`src/rtl/seq_sort4_stream_if.sv`:
```
// Valid/ready bus for the streaming sorter: a load channel in and a sorted-word channel out.
interface seq_sort4_stream_if #(
    parameter int WIDTH = 8
);
    logic             in_valid;
    logic [WIDTH-1:0] in_data;
    logic             in_ready;
    logic             out_valid;
    logic [WIDTH-1:0] out_data;
    logic             out_ready;

    modport master (
        output in_valid, in_data, out_ready,
        input  in_ready, out_valid, out_data
    );

    modport slave (
        input  in_valid, in_data, out_ready,
        output in_ready, out_valid, out_data
    );
endinterface

```
`src/rtl/seq_sort4_stream.sv`:
```
// Streaming block sorter: load N words, bubble-sort in place one compare-exchange per clock, stream out.
// Optional macro SEQ_SORT4_STREAM_DESCEND_EN selects largest-first output order.
module seq_sort4_stream #(
    parameter int WIDTH = 8,
    parameter int N     = 4
) (
    input  logic                clk,
    input  logic                rst,
    seq_sort4_stream_if.slave   bus,
    output logic                busy_o
);
    localparam int CW = (N > 1) ? $clog2(N) : 1;

    typedef enum logic [1:0] {LOAD, SORT, OUT} state_t;

    state_t           state_q, state_d;
    logic [CW-1:0]    wr_cnt_q, wr_cnt_d;
    logic [CW-1:0]    rd_cnt_q, rd_cnt_d;
    logic [CW-1:0]    i_q, i_d;
    logic [CW-1:0]    j_q, j_d;
    logic [WIDTH-1:0] data_q [N];
    logic [WIDTH-1:0] data_d [N];
    logic             out_valid_q, out_valid_d;
    logic [WIDTH-1:0] out_data_q, out_data_d;
    logic [CW-1:0]    j_nxt;
    logic             do_swap;

    assign bus.in_ready  = (state_q == LOAD) && !rst;
    assign bus.out_valid = out_valid_q;
    assign bus.out_data  = out_data_q;
    assign busy_o        = (state_q != LOAD);
    assign j_nxt         = j_q + CW'(1);

    // Equal words never swap, so the sort is stable in both orders.
`ifdef SEQ_SORT4_STREAM_DESCEND_EN
    assign do_swap = data_q[j_q] < data_q[j_nxt];
`else
    assign do_swap = data_q[j_q] > data_q[j_nxt];
`endif

    always_comb begin
        state_d     = state_q;
        wr_cnt_d    = wr_cnt_q;
        rd_cnt_d    = rd_cnt_q;
        i_d         = i_q;
        j_d         = j_q;
        data_d      = data_q;
        out_valid_d = out_valid_q;
        out_data_d  = out_data_q;
        case (state_q)
            LOAD: begin
                if (bus.in_valid) begin
                    data_d[wr_cnt_q] = bus.in_data;
                    if (wr_cnt_q == CW'(N - 1)) begin
                        wr_cnt_d = '0;
                        i_d      = '0;
                        j_d      = '0;
                        state_d  = SORT;
                    end else begin
                        wr_cnt_d = wr_cnt_q + CW'(1);
                    end
                end
            end
            SORT: begin
                if (do_swap) begin
                    data_d[j_q]   = data_q[j_nxt];
                    data_d[j_nxt] = data_q[j_q];
                end
                if (j_q == CW'(N - 2) - i_q) begin
                    j_d = '0;
                    if (i_q == CW'(N - 2)) begin
                        // The last compare settles word 0, so it is preloaded for the first OUT cycle.
                        i_d         = '0;
                        rd_cnt_d    = '0;
                        out_valid_d = 1'b1;
                        out_data_d  = data_d[0];
                        state_d     = OUT;
                    end else begin
                        i_d = i_q + CW'(1);
                    end
                end else begin
                    j_d = j_nxt;
                end
            end
            OUT: begin
                if (bus.out_ready) begin
                    if (rd_cnt_q == CW'(N - 1)) begin
                        rd_cnt_d    = '0;
                        out_valid_d = 1'b0;
                        out_data_d  = '0;
                        state_d     = LOAD;
                    end else begin
                        rd_cnt_d   = rd_cnt_q + CW'(1);
                        out_data_d = data_q[rd_cnt_d];
                    end
                end
            end
            default: state_d = LOAD;
        endcase
    end

    always_ff @(posedge clk) begin
        if (rst) begin
            state_q     <= LOAD;
            wr_cnt_q    <= '0;
            rd_cnt_q    <= '0;
            i_q         <= '0;
            j_q         <= '0;
            out_valid_q <= 1'b0;
            out_data_q  <= '0;
        end else begin
            state_q     <= state_d;
            wr_cnt_q    <= wr_cnt_d;
            rd_cnt_q    <= rd_cnt_d;
            i_q         <= i_d;
            j_q         <= j_d;
            out_valid_q <= out_valid_d;
            out_data_q  <= out_data_d;
        end
    end

    // Storage contents are don't-care after reset, so the array carries no reset.
    always_ff @(posedge clk) begin
        data_q <= data_d;
    end
endmodule

```
`src/flat_wrapper.sv`:
```
// flat-port wrapper written by rule: the top's interface ports become plain ports
module seq_sort4_stream_flat 
#(
    parameter int WIDTH = 8,
    parameter int N     = 4
)
  (clk, rst, busy_o, bus_in_valid, bus_in_data, bus_out_ready, bus_in_ready, bus_out_valid, bus_out_data);
  seq_sort4_stream_if #(.WIDTH(WIDTH)) bus_i ();
  input  logic clk;
  input  logic rst;
  output logic busy_o;
  input wire logic [$bits(bus_i.in_valid)-1:0] bus_in_valid;
  input wire logic [$bits(bus_i.in_data)-1:0] bus_in_data;
  input wire logic [$bits(bus_i.out_ready)-1:0] bus_out_ready;
  output wire logic [$bits(bus_i.in_ready)-1:0] bus_in_ready;
  output wire logic [$bits(bus_i.out_valid)-1:0] bus_out_valid;
  output wire logic [$bits(bus_i.out_data)-1:0] bus_out_data;
  assign bus_i.in_valid = bus_in_valid;
  assign bus_i.in_data = bus_in_data;
  assign bus_i.out_ready = bus_out_ready;
  assign bus_in_ready = bus_i.in_ready;
  assign bus_out_valid = bus_i.out_valid;
  assign bus_out_data = bus_i.out_data;
  seq_sort4_stream #(.WIDTH(WIDTH), .N(N)) u_core (.clk(clk), .rst(rst), .bus(bus_i), .busy_o(busy_o));
endmodule
```
`config.mk`:
```
export PLATFORM = sky130hd
export DESIGN_NAME = seq_sort4_stream_flat
export DESIGN_NICKNAME = d
export VERILOG_FILES = /design/src/rtl/seq_sort4_stream_if.sv /design/src/rtl/seq_sort4_stream.sv /design/src/flat_wrapper.sv
export SDC_FILE = /design/constraint.sdc
export NUM_CORES = 1
export LEC_CHECK = 0
export ABC_AREA = 1
export CORE_UTILIZATION = 60
export DETAILED_ROUTE_END_ITERATION = 10
export PLACE_DENSITY = 0.84
export SLEW_MARGIN = 20
export SYNTH_ARGS = -nofsm -noshare
export SYNTH_HDL_FRONTEND = slang
export SYNTH_SLANG_ARGS = --single-unit
```
`constraint.sdc`:
```
create_clock -name clk -period 4.6 [get_ports clk]
set_clock_uncertainty 0.15 [all_clocks]
set_input_delay 0.69 -clock clk [delete_from_list [all_inputs] [get_ports clk]]
set_output_delay 0.69 -clock clk [all_outputs]
set_load 0.005 [all_outputs]
```
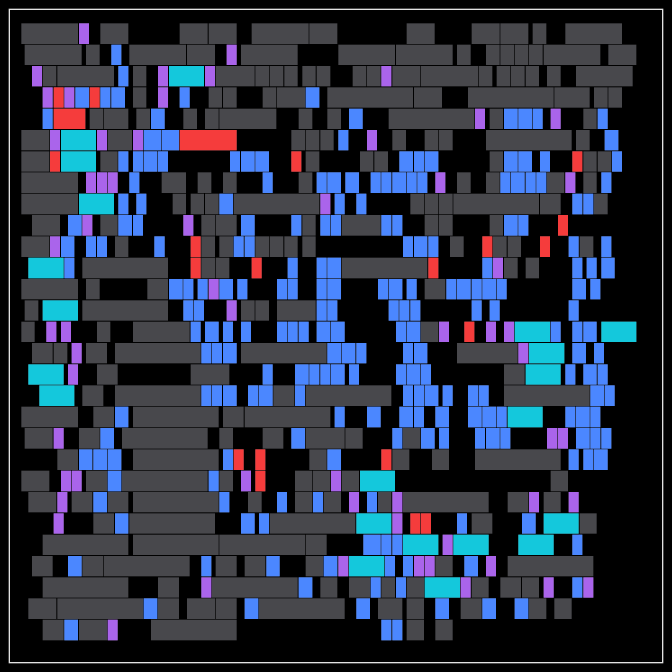
Fig. 1. Gate families picked out.
Key: red = nor cells [cells 21, most used nor2_1]; blue = nand cells [cells 230, most used nand2_1]; purple = inv cells [cells 59, most used inv_1, where widely spread]; cyan = fa/ha/maj cells [cells 21, most used ha_1]

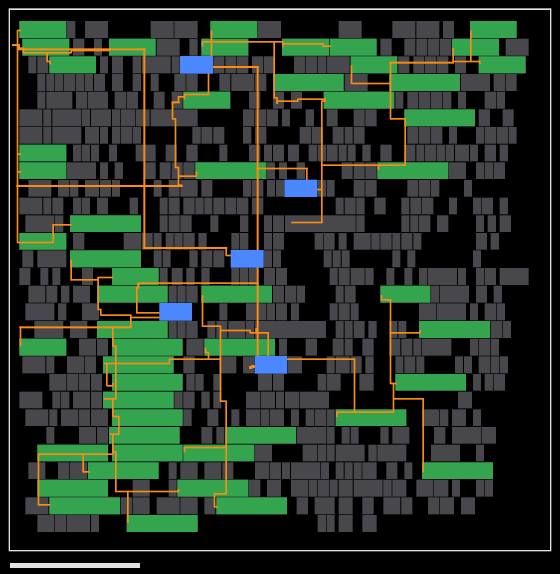
Fig. 2. Routed clock nets over the placement.
Scale bar: 20 um.
Key: green = flip-flops [count 51]; orange = clock wires [length 697 um]; blue = clock-net drivers [count 5]
Position of the flops: widely spread.

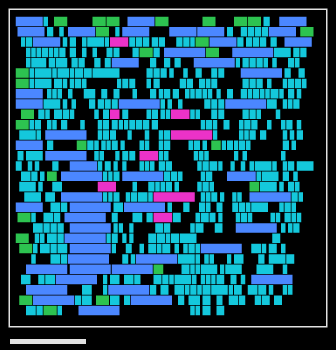
Fig. 3. Cell classes on the final placement.
Scale bar: 20 um.
Key: cyan = remaining logic cells [cells 484]; green = remaining buffers and delay cells [cells 27]; blue = registers [cells 51]; magenta = clock drivers and dummy loads [cells 8]
share of the core filled with cells: 67.6%
row cnt: 29

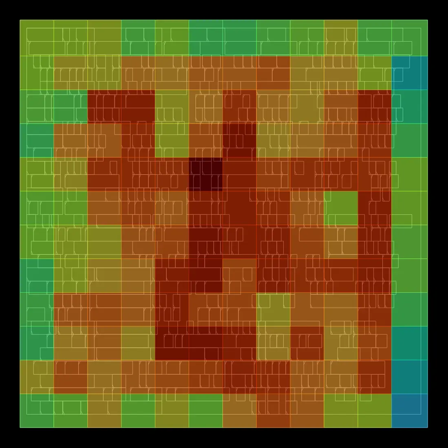
Fig. 4. Routing congestion.
Total GRT Usage: 38.1%
routing usage on met1: 48.0%
gr busiest metal: met2

==> results.ini <==
[run_status]
status = completed

[clock_tree]
path_clk_slew_ns = 0.11
cts.sink_count = 51
cts_hold_buffers = 0
post_cts_buffers = 0
clockRootBuffer = clkbuf_8
cts_inserted_buffers = 5
htree_levels = 2
cts_tree = done

[routing]
ant_nets = 0
routed_wl_um = 12900
drt_first_pass_iters = 8
avgRoutedWirePerCell_um = 20.0
drc_errors = 0
detailroute.via_count = 4252
route.detailed.vias_per_inst = 6.57
initialDrtViolationCount = 607

[placed_design]
preCtsSetupSlack_ns = 0.447
dpl_cell_area_sq_um = 4150
post_dp_hpwl_um = 9660

[final_layout]
antenna_cells = 0
area.growth.synth_to_final_pct = 8.31
mostFrequentLayoutCells = 140 x nand2_1, 87 x nand3_1, 51 x o21ai_0
final_nets = 602
post_route_design_area_sq_um = 4290
combinational_gate_area_sq_um = 2240
lay_top_count = nand2_1
final.fill_count = 536
post_route_cells_drive_above_1_share_pct = 4.39

[critical_path]
critical_path.reg2reg.startpoint = u_core.j_q[1]
worstPathBufferInverterCount = 4
critical_path.most_common_cell = nand2_1
timing.critical_path.from_type = flip-flop
timing.critical_path.max_delay_family = simple AND/OR/NAND/NOR gates
worst-endpoint-arrival_ns = 3.82
critical_path_stages = 16
critical_path.max_fanout = 20
crit_path_cell_trace = inv_1, ha_1, clkinv_1, nand3_1, nand2_1, ha_1, nand2_1, inv_1, nand2_1, nand2_1, nand2_1, a21oi_2, nand2_1, nand2_1, inv_1, nor2_1
worst-r2r-cell-count = 16
timing.critical_path.slowest_cell_delay_ns = 0.61
crit_slowest_cell = dfxtp_2
cp.required_ns = 4.40

[die]
chipArea_sq_um = 6930
pin_count = 23
die_width_um = 83.3
core_region_area_sq_um = 6350
initial_standard_cell_utilization_of_the_core_pct = 62.4

[pwr]
power_frac_comb_pct = 64.5
netSwitchingFraction_pct = 54.7
design_power_total_mw = 3.44
vdd.ir_drop.worst_uv = 578
seq_power_share_pct = 24.3
power.leakage_nw = 1.81
powerDensity_nw_per_um2 = 801
p_clk_share_pct = 11.2
switching_power_mw = 1.88

[final_timing]
maxSlewHeadroom_pct = 47.8
fmax_mhz = 249
tns_ns = 0
final_critical_path_setup_slack_ns = 0.583
final.period_utilization_pct = 87.3
finalSetupViolations = 0
rsz0062_at_grt = false
fin_crit_ns = 4.02
worstMarginPinSlew_ns = 0.783
slew_viol_final = 0

[synth]
numSynthFlops = 51
synth.avg_cell_area_sq_um = 7.01
synthesis.nets = 598
syn_inst = 565
syn-cell-area_sq_um = 3960
yosysChipArea_sq_um = 3960
enable_flop_cells = 32
synthesis.yosys.warnings = 0
yosysSeqAreaShare_pct = 33.9
synthFlopType = edfxtp_1
synth_async_sr_flop_share_pct = 0

[worst_hold_path]
hold_start = u_core.bus.out_valid
hold_path_depth = 2
min_path_type = reg -> reg

[global_routing]
grt_pass1_vias = 3874
grt_remaining_overflow = 0
grt_max_degree = 50
grt_antenna_before_repair = 0

[job]
max_cap_viols = 0

## metrics by stage
step | instances | hold WS [ns]
floorplan | 565 | 0.293
global placement | 639 | 0.301
CTS | 647 | 0.328
detailed placement | 639 | 0.317
global route | 647 | 0.361
finish | 647 | 0.320
## timing repair
item,CTS,global route
setup endpoints to repair,0,8
resized,0,1
hold endpoints to repair,0,0
## power groups by stage
stage | clock network [mW] | registers (mW) | logic, mW
3_3_place_gp | 0 | 0.836 | 2.10
6_report | 0.385 | 0.837 | 2.22
3_5_place_dp | 0 | 0.839 | 2.14
5_1_grt | 0.401 | 0.846 | 2.45
2_1_floorplan | 0 | 0.765 | 1.60
4_1_cts | 0.382 | 0.828 | 2.15
## metal layers
metal,global-route usage (%),part of all wire (%),vias to the layer above
met5,0,0,-
met3,10.0,12,56
met4,16.3,4.2,0
met2,61.5,45,253
met1,48.0,39,1975
li1,-,-,1968
## worst reg2reg max path, delay by kind of cell (launching register included)
kind                       cells  cell delay [ns]
and+or+nand+nor                9             1.43
adders and majority gates      2             0.66
DFF                            1             0.61
buffers and inverters          4             0.60
AOI/OAI and AO/OA              1             0.20
## cells by family after synthesis
kind of cell | count (synthesis) | synth area share, %
simple gates | 251 | 27.3
compound gates | 151 | 22.0
buf+inv | 89 | 9.70
flops | 51 | 33.9
fa+ha+maj | 21 | 6.63
xor+xnor | 2 | 0.442
## cell type report
class	count	share of cell area [%]
Clock buffer	5	1.60
Sequential cell	51	31.3
Tap cell	77	2.25
Inverter	59	5.16
Multi-Input combinational cell	425	52.1
Clock inverter	3	1.57
Timing Repair Buffer	27	6.01
## synth_stat cells, types with 2 or more instances
master | number | area (sq um)
a21oi_1 | 40 | 200
dfxtp_1 | 19 | 380
clkbuf_1 | 10 | 37.5
nand4_1 | 2 | 12.5
o31ai_1 | 24 | 180
o21ai_0 | 51 | 255
clkinv_1 | 8 | 30.0
buf_1 | 3 | 11.3
nand2_1 | 140 | 526
inv_2 | 5 | 18.8
buf_6 | 3 | 33.8
nor2_1 | 19 | 71.3
edfxtp_1 | 32 | 961
nand3_1 | 87 | 435
o21ai_1 | 2 | 10.0
o22ai_1 | 28 | 175
buf_2 | 10 | 50.1
inv_1 | 46 | 173
ha_1 | 21 | 263
buf_4 | 4 | 30.0
## state kept, by name (all words and copies together) (netlist names)
register / flops
u_core.bus.out_data: 8
u_core.bus.out_valid: 1
u_core.data_q: 32
u_core.i_q: 2
u_core.j_q: 2
u_core.rd_cnt_q: 2
u_core.state_q: 2
u_core.wr_cnt_q: 2
## final timing paths
check,end,slack [ns]
hold reg to reg,u_core.bus.out_valid,0.32
setup reg to reg,u_core.data_q[5],0.58
hold / removal,u_core.bus.out_valid,0.32
setup / recovery,u_core.data_q[5],0.58
Power and IR drop assume default switching activity.
